## config.mk

```make
export PLATFORM = sky130hd
export DESIGN_NAME = button_debouncer
export DESIGN_NICKNAME = d
export VERILOG_FILES = /design/src/rtl/button_debouncer.sv
export SDC_FILE = /design/constraint.sdc
export NUM_CORES = 1
export LEC_CHECK = 0
export CORE_MARGIN = 3
export CORE_UTILIZATION = 61
export DETAILED_ROUTE_END_ITERATION = 10
export PLACE_DENSITY_LB_ADDON = 0.3
export RECOVER_POWER = 25
export SYNTH_ARGS = -nofsm -noshare
export SYNTH_HDL_FRONTEND = slang
export SYNTH_SLANG_ARGS = --single-unit
```

## constraint.sdc

```tcl
create_clock -name Clock -period 4.6 [get_ports Clock]
set_clock_uncertainty 0.1 [all_clocks]
set_input_delay 0.69 -clock Clock [delete_from_list [all_inputs] [get_ports Clock]]
set_output_delay 0.69 -clock Clock [all_outputs]
set_load 0.01 [all_outputs]
```

## src/rtl/button_debouncer.sv

```systemverilog
// Push-button debouncer: polarity fix, 2-flop synchronizer, qualify FSM and stability counter.
// Optional saturating abort counter on GlitchCount when DEBOUNCE_GLITCH_CNT_EN is defined.
module button_debouncer #(
  parameter int unsigned STABLE_CYCLES = 50000,
  parameter int unsigned CNT_W         = 16,
  parameter bit          BTN_ACT_LOW   = 1'b1
) (
  input  logic       Clock,
  input  logic       Reset,
  input  logic       RawButton,
  output logic       Level,
  output logic       Busy
`ifdef DEBOUNCE_GLITCH_CNT_EN
  ,
  output logic [7:0] GlitchCount
`endif
);

  localparam logic [CNT_W-1:0] CNT_LAST = CNT_W'(STABLE_CYCLES - 1);
  localparam logic [CNT_W-1:0] CNT_ONE  = CNT_W'(1);

  typedef enum logic [1:0] {
    ST_LOW       = 2'b00,
    ST_WAIT_HIGH = 2'b01,
    ST_HIGH      = 2'b10,
    ST_WAIT_LOW  = 2'b11
  } state_t;

  state_t           state_q, state_d;
  logic [CNT_W-1:0] cnt_q, cnt_d;
  logic             s1_q, s1_d;
  logic             s2_q, s2_d;
  logic             level_q, level_d;
  logic             busy_q, busy_d;

  // Polarity is normalised before the synchronizer so s2 always means "pressed".
  always_comb begin
    s1_d = BTN_ACT_LOW ? ~RawButton : RawButton;
    s2_d = s1_q;
  end

  // Qualify FSM: a candidate level must be seen STABLE_CYCLES times in a row.
  always_comb begin
    state_d = state_q;
    cnt_d   = cnt_q;
    level_d = level_q;
    case (state_q)
      ST_LOW: begin
        if (s2_q) begin
          state_d = ST_WAIT_HIGH;
          cnt_d   = CNT_ONE;
        end else begin
          cnt_d = '0;
        end
      end
      ST_WAIT_HIGH: begin
        if (!s2_q) begin
          state_d = ST_LOW;
          cnt_d   = '0;
        end else if (cnt_q == CNT_LAST) begin
          state_d = ST_HIGH;
          level_d = 1'b1;
          cnt_d   = '0;
        end else begin
          cnt_d = cnt_q + CNT_ONE;
        end
      end
      ST_HIGH: begin
        if (!s2_q) begin
          state_d = ST_WAIT_LOW;
          cnt_d   = CNT_ONE;
        end else begin
          cnt_d = '0;
        end
      end
      ST_WAIT_LOW: begin
        if (s2_q) begin
          state_d = ST_HIGH;
          cnt_d   = '0;
        end else if (cnt_q == CNT_LAST) begin
          state_d = ST_LOW;
          level_d = 1'b0;
          cnt_d   = '0;
        end else begin
          cnt_d = cnt_q + CNT_ONE;
        end
      end
      default: begin
        state_d = ST_LOW;
        cnt_d   = '0;
        level_d = 1'b0;
      end
    endcase
    // Busy is registered from the next state, so it always equals a decode of state_q.
    busy_d = (state_d == ST_WAIT_HIGH) || (state_d == ST_WAIT_LOW);
  end

  always_ff @(posedge Clock or negedge Reset) begin
    if (!Reset) begin
      state_q <= ST_LOW;
      cnt_q   <= '0;
      s1_q    <= 1'b0;
      s2_q    <= 1'b0;
      level_q <= 1'b0;
      busy_q  <= 1'b0;
    end else begin
      state_q <= state_d;
      cnt_q   <= cnt_d;
      s1_q    <= s1_d;
      s2_q    <= s2_d;
      level_q <= level_d;
      busy_q  <= busy_d;
    end
  end

  assign Level = level_q;
  assign Busy  = busy_q;

`ifdef DEBOUNCE_GLITCH_CNT_EN
  logic [7:0] glitch_q, glitch_d;

  // Count aborted qualifications, saturating at 8'hFF.
  always_comb begin
    glitch_d = glitch_q;
    if (((state_q == ST_WAIT_HIGH) && !s2_q) || ((state_q == ST_WAIT_LOW) && s2_q)) begin
      if (glitch_q != 8'hFF) begin
        glitch_d = glitch_q + 8'd1;
      end
    end
  end

  always_ff @(posedge Clock or negedge Reset) begin
    if (!Reset) begin
      glitch_q <= 8'd0;
    end else begin
      glitch_q <= glitch_d;
    end
  end

  assign GlitchCount = glitch_q;
`endif

endmodule

```

run_1/pdn.png
Scale: 8 px per um. Pins as bars on the die edge.
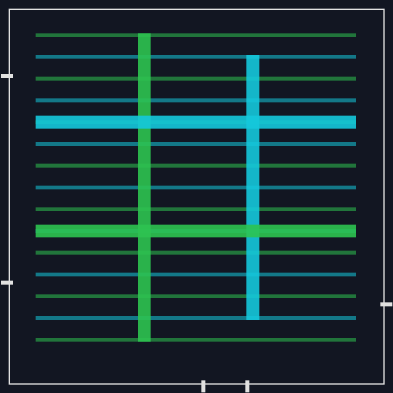
| color | net |
|---|---|
| green | VSS |
| cyan | VDD |
signal pins: 5
rows: 14
met5 straps: 2
met4 straps: 2
worst vdd ir: 0.274 mV
Core ar.: 1520 um2
Chip Height: 46.7 um
Die Wd: 46.7 um

run_1/cell_classes.png
Scale: 6 px per um. Fill, decap, tap and diode cells in gray.
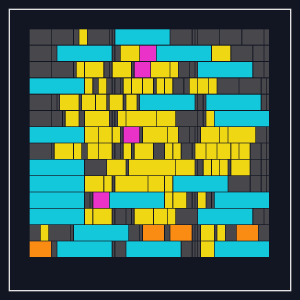
| color | class | cells |
|---|---|---|
| yellow | all other logic | 74 |
| magenta | clock drivers and dummy loads | 4 |
| cyan | flip-flops | 21 |
| orange | other buffers and delay cells | 4 |
Final Util: 0.709
Post-Layout Inst Area: 1080 um2
Row Count: 14
sequential cell area share: 0.487

==> metrics.cfg, run 1 <==
[outcome]
status = complete, no violations

[power_and_ir_drop]
p_int_mw = 0.224
leakagePower_nw = 0.425
p_sw_frac = 0.231
p_total_mw = 0.292
top_power_group = sequential cells
p_switching_mw = 0.0673
p_seq_frac = 0.650
combPwrFrac = 0.040
power_density_nw_per_um2 = 270

[finish]
n_fill_cell = 116
final-nonclk-buf-share = 0.0371
largestClassByArea = sequential cells
flops = 21
fin_nets = 108
num_antenna_cells = 0
layout_top_cell = dfrtp_1
reg_top3 = cnt_q: 16 flops, state_q: 2 flops
largest_reg_flops = 16
largest_register = cnt_q
buffers_excl_clock = 4
final_layout_size_suffix_gt1_frac = 0.0680
n_clock_buffer = 3
n_all_inverters = 5

[setup_path]
cp.depth = 1
path_buffers = 1
required_ns = 3.81
worstPathCellList = clkdlybuf4s50_1
cpLargestDelayFamily = buffers and inverters
critical_path_class = flop to output pin
worstPathMaxFanout = 6
reg2reg_depth = 4
reg2reg_slack_ns = 2.51
setup.worst_path.end = Busy
critPathMaxStageDelay_ns = 0.57

[placement]
io_buffers = 4
hpwl_um = 1220
dpl.cell_count = 115
place_ws_ns = 2.54
place_congestion = 0.794

[global_routing]
grt_pass1_wl_um = 2990
grt_usage = 0.197
busiest_layer = met2
overflow = 0
grt.met3_usage = 0.0352

[logic_synthesis]
synth_flops = 21
top_area_cell = dfrtp_1
syn_inst = 97
ys_chip_area_um2 = 1010
postSynthSeqShare = 0.521
ys_cells = 97
yosysWarnings = 0
mux_area_frac = 0.0149
xor_area_frac = 0.130
aoi_share = 0.0149

[detailed_routing]
routed_wl_um = 1680
dr_total_vias = 698
met1_length_um = 817
route.detailed.drc = 0
ant_nets = 0
routed.top_layer = met4
drtIter0Drc = 23

[clock_network]
path_clk_slew_ns = 0.12
postCtsHoldBufs = 0
clk_path_buf_depth = 2
postCtsSetupBuffers = 0

[timing]
period_used_share = 0.460
worst_pin_slew_ns = 0.897
max_freq_ghz = 0.472
hold-worst-slack_ns = 0.270
relSlewSlack = 0.400
setup_viol = 0

[floorplan]
fp_util = 0.662

[hold_path]
hold_depth = 0
min_path_type = flop to flop

run_1/clock_map.png
Scale: 12 px per um.
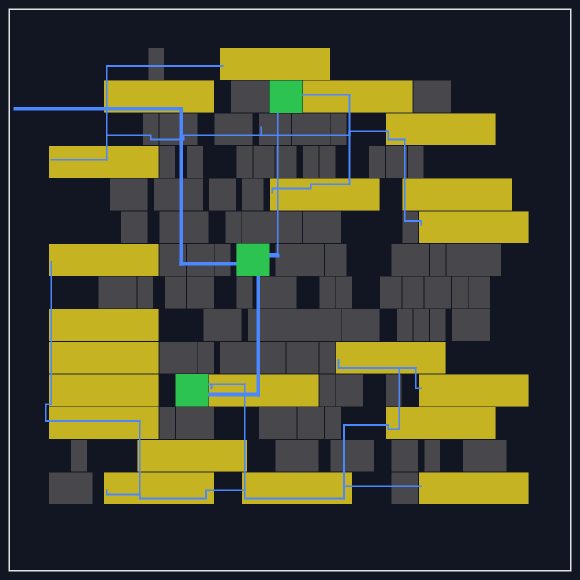
[blue] clock wires | length: 238 um
[green] cells driving clock nets | count: 3
[yellow] flip-flops | count: 21
routed clock nets: 4
flops lie: all over the die
clock network power consumption: 0.0904 mW
clock group share of total power: 0.310
Late-Pin Clk Latency: 0.31 ns

-- run 1: cells in the mapped netlist --
cell type and n:
nand2_1 7, nor4_1 4, nand3b_1 1, a31oi_1 1, nor4_4 1, inv_1 5, nand4_1 3, ha_1 1
and3_1 1, nand4bb_1 2, xnor2_1 12, dfrtp_1 21, nand3_1 6, nor2_1 18, nor3_1 4, xor2_1 3
or4b_4 1, or2_1 1, a2bb2oi_1 1, buf_4 1, and2_1 1, buf_6 1, mux2_4 1
-- run 1: worst reg2reg max path, stage by stage, from the launching register on --
cell and delay [ns]:
dfrtp_1 0.47, or4b_4 0.55, nor4_4 0.28, or2_1 0.45, nor2_1 0.11
==> run 1 -> run 2 <==
CORE_UTILIZATION = 56   (was 61)
clock period = 2.2 ns   (was 4.6 ns; I/O delays follow)
==> run 2 against run 1 <==
Against the previous run: wire length is 2.6% lower; largest power group unchanged; power is 110% higher; via count is 0.86% higher; combinational power is 130% higher; setup slack worse by 2.2 ns; largest cell class unchanged.
==> metrics.cfg, run 2 <==
[setup_path]
reg2reg_depth = 4  ; unchanged
end_kind = flop  ; was output pin
required_ns = 2.30  ; was 3.81 ns
r2r_end = state_q[1]  ; was cnt_q[11]
worstPathMaxFanout = 6  ; unchanged
critPathMaxStageDelay_ns = 0.54  ; was 0.57 ns
cpLargestDelayFamily = simple AND/OR/NAND/NOR gates  ; was buffers and inverters
path_buffers = 0  ; was 1
critical_path_class = flop to flop  ; was flop to output pin
reg2reg_slack_ns = 0.23  ; was 2.51 ns
r2r-start = cnt_q[11]  ; unchanged
critical_path_arrival_ns = 2.06  ; was 1.33 ns
worstPathCellList = or4b_4 -> nor4_4 -> nand2_1 -> mux2_4  ; was clkdlybuf4s50_1
cp-start-kind = flop  ; unchanged

[clock_network]
clk_path_buf_depth = 2  ; unchanged
postCtsHoldBufs = 0  ; unchanged
clock_latency_ns = 0.30  ; was 0.31 ns
postCtsSetupBuffers = 0  ; unchanged
htree_levels = 1  ; unchanged
root_buffer = clkbuf_4  ; unchanged
cts.sinks = 21  ; unchanged
path_clk_slew_ns = 0.11  ; was 0.12 ns
cts_buffers = 3  ; unchanged

[power_and_ir_drop]
p_total_mw = 0.604  ; was 0.292 mW
p_sw_frac = 0.218  ; was 0.231
p_clk_mw = 0.181  ; was 0.0904 mW
max-vdd-ir-drop_mv = 0.500  ; was 0.274 mV
top_power_group = sequential cells  ; unchanged
p_seq_frac = 0.657  ; was 0.650
power_density_nw_per_um2 = 550  ; was 270 nW/um2
clkPwrFrac = 0.299  ; was 0.310
combPwrFrac = 0.044  ; was 0.040
leakagePower_nw = 0.432  ; was 0.425 nW
p_switching_mw = 0.132  ; was 0.0673 mW
p_int_mw = 0.472  ; was 0.224 mW

[detailed_routing]
met1_length_um = 792  ; was 817 um
wl_per_cell_um = 12.7  ; was 14.1 um
routed.top_layer = met4  ; unchanged
wl_met3_um = 68  ; was 39 um
drt-vias-per-instance = 5.46  ; was 5.87
route.detailed.drc = 0  ; unchanged
firstDrtPassIters = 4  ; unchanged
drtIter0Drc = 12  ; was 23
ant_nets = 0  ; unchanged

[timing]
rsz0062_at_grt = no  ; unchanged
relSlewSlack = 0.278  ; was 0.400
fin_ws_ns = 0.235  ; was 2.48 ns
max_freq_ghz = 0.509
fin_crit_ns = 1.97
period_used_share = 0.893
setup_viol = 0  ; unchanged
worst_pin_slew_ns = 1.08  ; was 0.897 ns
drv_slew = 0  ; unchanged
hold-worst-slack_ns = 0.259  ; was 0.270 ns

[global_routing]
grt_usage = 0.158  ; was 0.197
busiest_layer = met2  ; unchanged
antenna_found_initial = 0  ; unchanged
grt_util_met1 = 0.200  ; was 0.268
grt.met3_usage = 0.0184  ; was 0.0352
overflow = 0  ; unchanged
grt_pass1_wl_um = 2880  ; was 2990 um

[placement]
dpl.cell_count = 125  ; was 115
place_ws_ns = 0.265  ; was 2.54 ns
hpwl_um = 1180  ; was 1220 um
io_buffers = 4  ; unchanged
place_congestion = 0.762  ; was 0.794
postPlaceCellArea_um2 = 1070  ; was 1050 um2

[logic_synthesis]
ys_top_cells_by_area = dfrtp_1 (52%), xnor2_1 (10%), nor2_1 (6.7%)  ; unchanged
common_cells = dfrtp_1 (21), nor2_1 (18), xnor2_1 (12)  ; unchanged
synth_cell_types = 23  ; unchanged
ys_chip_area_um2 = 1010  ; unchanged
ys_cells = 97  ; unchanged
synth-adder-area-share = 0.0124  ; unchanged
edf_count = 0  ; unchanged
postSynthSeqShare = 0.521  ; unchanged
most_common_cell = dfrtp_1  ; unchanged
synth_top_flop_cell = dfrtp_1  ; unchanged
netlist_area_um2 = 1010  ; unchanged
synth_flops = 21  ; unchanged
top_area_cell = dfrtp_1  ; unchanged
syn_inst = 97  ; unchanged
ys_async_sr_fraction = 1.00  ; unchanged
mux_area_frac = 0.0149  ; unchanged
xor_area_frac = 0.130  ; unchanged
aoi_share = 0.0149  ; unchanged
ys_sh_simple = 0.269  ; unchanged
yosysWarnings = 0  ; unchanged
fp_nets = 101  ; unchanged

[hold_path]
hold_start = s1_q  ; unchanged
hold_depth = 0  ; unchanged
min_path_type = flop to flop  ; unchanged

[finish]
num_antenna_cells = 0  ; unchanged
final_layout_size_suffix_gt1_frac = 0.0667  ; was 0.0680
fin_nets = 110  ; was 108
area_growth_pct = 8.81  ; was 7.07%
n_fill_cell = 128  ; was 116
reg_top3 = cnt_q: 16 flops, state_q: 2 flops  ; unchanged
layout_top_cell = dfrtp_1  ; unchanged
largest_reg_flops = 16  ; unchanged
largest_register = cnt_q  ; unchanged
final_layout_top_logic_cells = dfrtp_1 (21), nor2_1 (18), xnor2_1 (12)  ; unchanged

[floorplan]
fp_util = 0.633  ; was 0.662
ios = 5  ; unchanged
rows = 14  ; unchanged
chip_area_um2 = 2350  ; was 2180 um2

[outcome]
status = complete, no violations  ; unchanged

[run]
max_cap_violations = 0  ; unchanged

==> run 2: worst max path at each step <==
stage               slack [ns]      start  depth (start not counted)    endpoint
global placement          0.31  cnt_q[11]                          4  state_q[1]
CTS                       0.25  cnt_q[11]                          4  state_q[1]
detailed placement        0.27  cnt_q[11]                          4  state_q[1]
global route              0.17  cnt_q[11]                          4  state_q[1]
floorplan                 0.35  cnt_q[11]                          4  state_q[1]
finish                    0.23  cnt_q[11]                          4  state_q[1]
==> run 2: cell type report <==
type / instances / area (um2) / area share
Clock buffer: 4 / 26.3 / 0.0239
Tap cell: 24 / 30.0 / 0.0274
Sequential cell: 21 / 526 / 0.479
Multi-Input combinational cell: 69 / 445 / 0.406
Timing Repair Buffer: 6 / 51.3 / 0.0468
Inverter: 5 / 18.8 / 0.0171
run_2/metal_stack.png
Scale: 8 px per um. Two of the layers only.
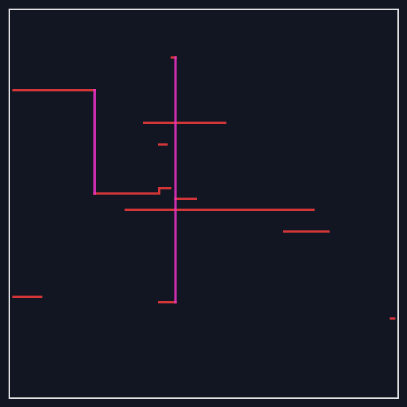
| color | layer | wire length |
|---|---|---|
| red | met3 | 69.0 um |
| magenta | met4 | 43.5 um |
Via Count: 704
final wirelength: 1630 um

run_2/cell_classes.png
Scale: 6 px per um. Fill, decap, tap and diode cells in gray.
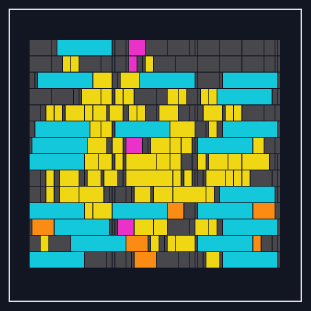
| color | class | cells |
|---|---|---|
| yellow | all other logic | 74 |
| orange | other buffers and delay cells | 6 |
| magenta | clock drivers and dummy loads | 4 |
| cyan | flip-flops | 21 |
Post-Layout Inst Area: 1100 um2
sequential cell area share: 0.479
Final Util: 0.688
Core ar.: 1590 um2

run_2/pdn.png
Scale: 8 px per um. Pins as bars on the die edge.
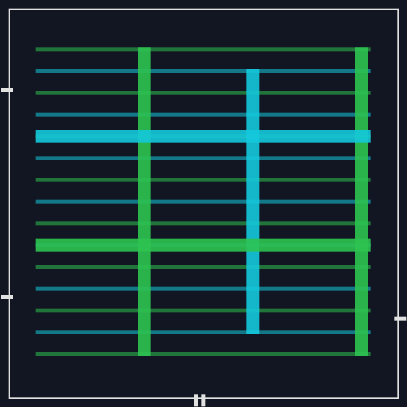
| color | net |
|---|---|
| cyan | VDD |
| green | VSS |
signal pins: 5
rows: 14
met5 straps: 2
met4 straps: 3
met1 rails: 15
Die Wd: 48.4 um
Chip Height: 48.4 um

==> run 2 -> run 3 <==
CORE_UTILIZATION = 51   (was 56)
clock period = 1.7 ns   (was 2.2 ns; I/O delays follow)
==> run 3 against run 2 <==
Against the previous run: the flow now finishes with violations (setup timing); area after synthesis stayed put; via count is 8.0% higher; clock power increased by 36%; combinational power up about 90%; design area is 17% higher.
==> metrics.cfg, run 3 <==
[outcome]
status = complete, but fails checks  ; was complete, no violations
violations = setup timing

[placement]
io_buffers = 4  ; unchanged
postPlaceCellArea_um2 = 1170  ; was 1070 um2
dpl.cell_count = 139  ; was 125
place_ws_ns = -0.0954  ; was 0.265 ns
place_congestion = 0.799  ; was 0.762

[hold_path]
hold_start = s1_q  ; unchanged
min_path_type = flop to flop  ; unchanged

[power_and_ir_drop]
p_seq_frac = 0.633  ; was 0.657
leakagePower_nw = 0.523  ; was 0.432 nW
p_switching_mw = 0.188  ; was 0.132 mW
combPwrFrac = 0.063  ; was 0.044
top_power_group = sequential cells  ; unchanged
p_sw_frac = 0.233  ; was 0.218

[finish]
buffers_excl_clock = 20  ; was 6
layout_top_cell = dfrtp_1  ; unchanged
n_all_inverters = 5  ; unchanged
largest_reg_flops = 16  ; unchanged
area_growth_pct = 27.4  ; was 8.81%
num_antenna_cells = 0  ; unchanged
n_clock_buffer = 4  ; unchanged
comb_cells = 69  ; unchanged
final-nonclk-buf-share = 0.130  ; was 0.0468
clk_share = 0.0204  ; was 0.0239
fin_nets = 124  ; was 110
final_layout_top_logic_cells = dfrtp_1 (21), nor2_2 (12), buf_4 (12)  ; was dfrtp_1 (21), nor2_1 (18), xnor2_1 (12)
largest_register = cnt_q  ; unchanged
final_layout_size_suffix_gt1_frac = 0.328  ; was 0.0667
comb_area_um2 = 515  ; was 445 um2
reg_top3 = cnt_q: 16 flops, state_q: 2 flops  ; unchanged

[logic_synthesis]
top_area_cell = dfrtp_1  ; unchanged
xor_area_frac = 0.130  ; unchanged
fp_nets = 101  ; unchanged
synth_cell_types = 23  ; unchanged
ys_top_cells_by_area = dfrtp_1 (52%), xnor2_1 (10%), nor2_1 (6.7%)  ; unchanged
ys_async_sr_fraction = 1.00  ; unchanged
synth_top_flop_cell = dfrtp_1  ; unchanged
netlist_area_um2 = 1010  ; unchanged
syn_inst = 97  ; unchanged
postSynthSeqShare = 0.521  ; unchanged
mux_area_frac = 0.0149  ; unchanged
common_cells = dfrtp_1 (21), nor2_1 (18), xnor2_1 (12)  ; unchanged
edf_count = 0  ; unchanged

[timing]
rsz0062_at_grt = yes  ; was no
hold-worst-slack_ns = 0.271  ; was 0.259 ns
fin_ws_ns = -0.102  ; was 0.235 ns
drv_slew = 0  ; unchanged
worst_pin_slew_ns = 1.07  ; was 1.08 ns
setup_viol = 16  ; was 0
fin_crit_ns = 1.80  ; was 1.97 ns
max_freq_ghz = 0.555  ; was 0.509 GHz
relSlewSlack = 0.290  ; was 0.278

[setup_path]
cp.depth = 4  ; unchanged
required_ns = 1.80  ; was 2.30 ns
cp-start-kind = flop  ; unchanged
critPathLaunch = cnt_q[4]  ; was cnt_q[11]
reg2reg_depth = 4  ; unchanged
setup.worst_path.end = state_q[1]  ; unchanged
critical_path_class = flop to flop  ; unchanged
r2r-start = cnt_q[4]  ; was cnt_q[11]
critPathMaxStageDelay_ns = 0.55  ; was 0.54 ns
reg2reg_slack_ns = -0.10  ; was 0.23 ns
cpLargestDelayFamily = simple AND/OR/NAND/NOR gates  ; unchanged

[clock_network]
path_clk_slew_ns = 0.12  ; was 0.11 ns
clk_path_buf_depth = 2  ; unchanged

[run]
max_cap_violations = 0  ; unchanged

[global_routing]
overflow = 0  ; unchanged
grt_util_met1 = 0.217  ; was 0.200
grt_pass1_wl_um = 3410  ; was 2880 um
grt.met3_usage = 0.0653  ; was 0.0184

[floorplan]
ios = 5  ; unchanged
coreArea_um2 = 1800  ; was 1590 um2
taps = 25  ; was 24
fp_util = 0.560  ; was 0.633
die_x_um = 50.5  ; was 48.4 um

[detailed_routing]
firstDrtPassIters = 4  ; unchanged
dr_total_vias = 760  ; was 704
met1_length_um = 860  ; was 792 um
route.detailed.drc = 0  ; unchanged
ant_nets = 0  ; unchanged

## run 3: netlist changes by cell type in the layout (fill, tap and decap cells not counted), sizes merged
| cell | previous run | this run |
|---|---|---|
| dlygate4sd3 | 1 | 2 |
| clkdlybuf4s50 | 3 | 2 |
| buf | 1 | 15 |
## run 3: per-stage QoR
step | total power, mW | utilization | TNS (ns)
floorplan | 0.540 | - | -0.473
global placement | 0.564 | 0.651 | -0.0225
detailed placement | 0.565 | 0.651 | -0.374
CTS | 0.815 | 0.679 | -0.995
global route | 0.850 | 0.713 | -2.02
finish | 0.809 | 0.713 | -0.789
## run 3: timing repair
item | CTS | global route
setup endpoints to repair | 12 | 19
resized | 7 | 17
gates cloned | 1 | 0
pin swaps | 5 | 3
hold buffers | 0 | 0
run_3/pdn.png
Scale: 8 px per um. Pins as bars on the die edge.
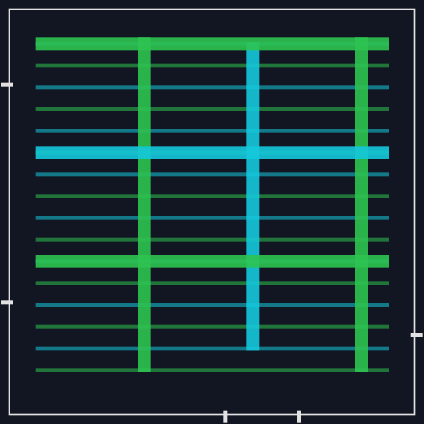
| color | net |
|---|---|
| cyan | VDD |
| green | VSS |
rows: 15
met4 straps: 3
signal pins: 5
met5 straps: 3
met1 rails: 16
Chip Height: 50.5 um
worst vdd ir: 0.502 mV

run_3/clock_map.png
Scale: 12 px per um.
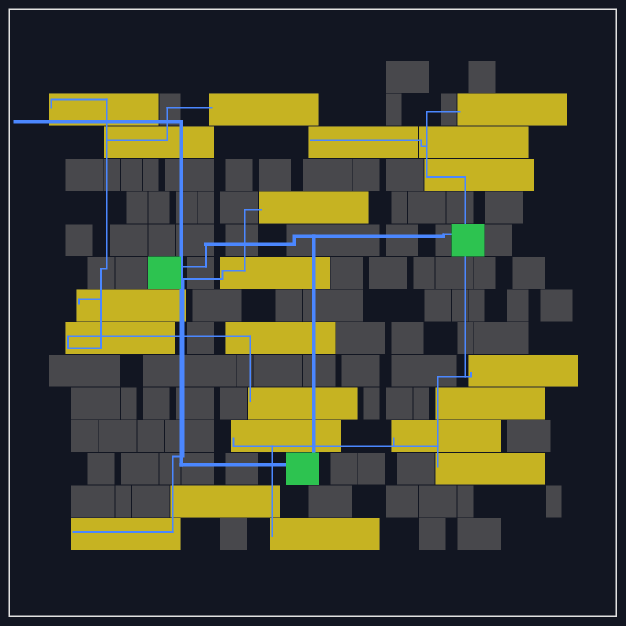
[yellow] flip-flops | count: 21
[green] cells driving clock nets | count: 3
[blue] clock wires | length: 284 um
flops lie: all over the die
routed clock nets: 4
clock group share of total power: 0.304
clock network power consumption: 0.246 mW

run_3/cell_classes.png
Scale: 6 px per um. Fill, decap, tap and diode cells in gray.
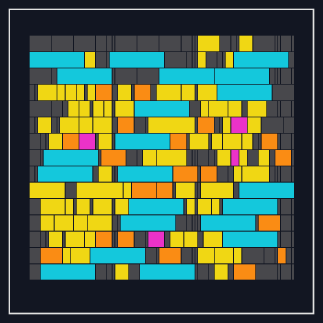
| color | class | cells |
|---|---|---|
| magenta | clock drivers and dummy loads | 4 |
| orange | other buffers and delay cells | 20 |
| cyan | flip-flops | 21 |
| yellow | all other logic | 74 |
Post-Layout Inst Area: 1280 um2
sequential cell area share: 0.409
Row Count: 15

Power is estimated from default activity; no workload was simulated.
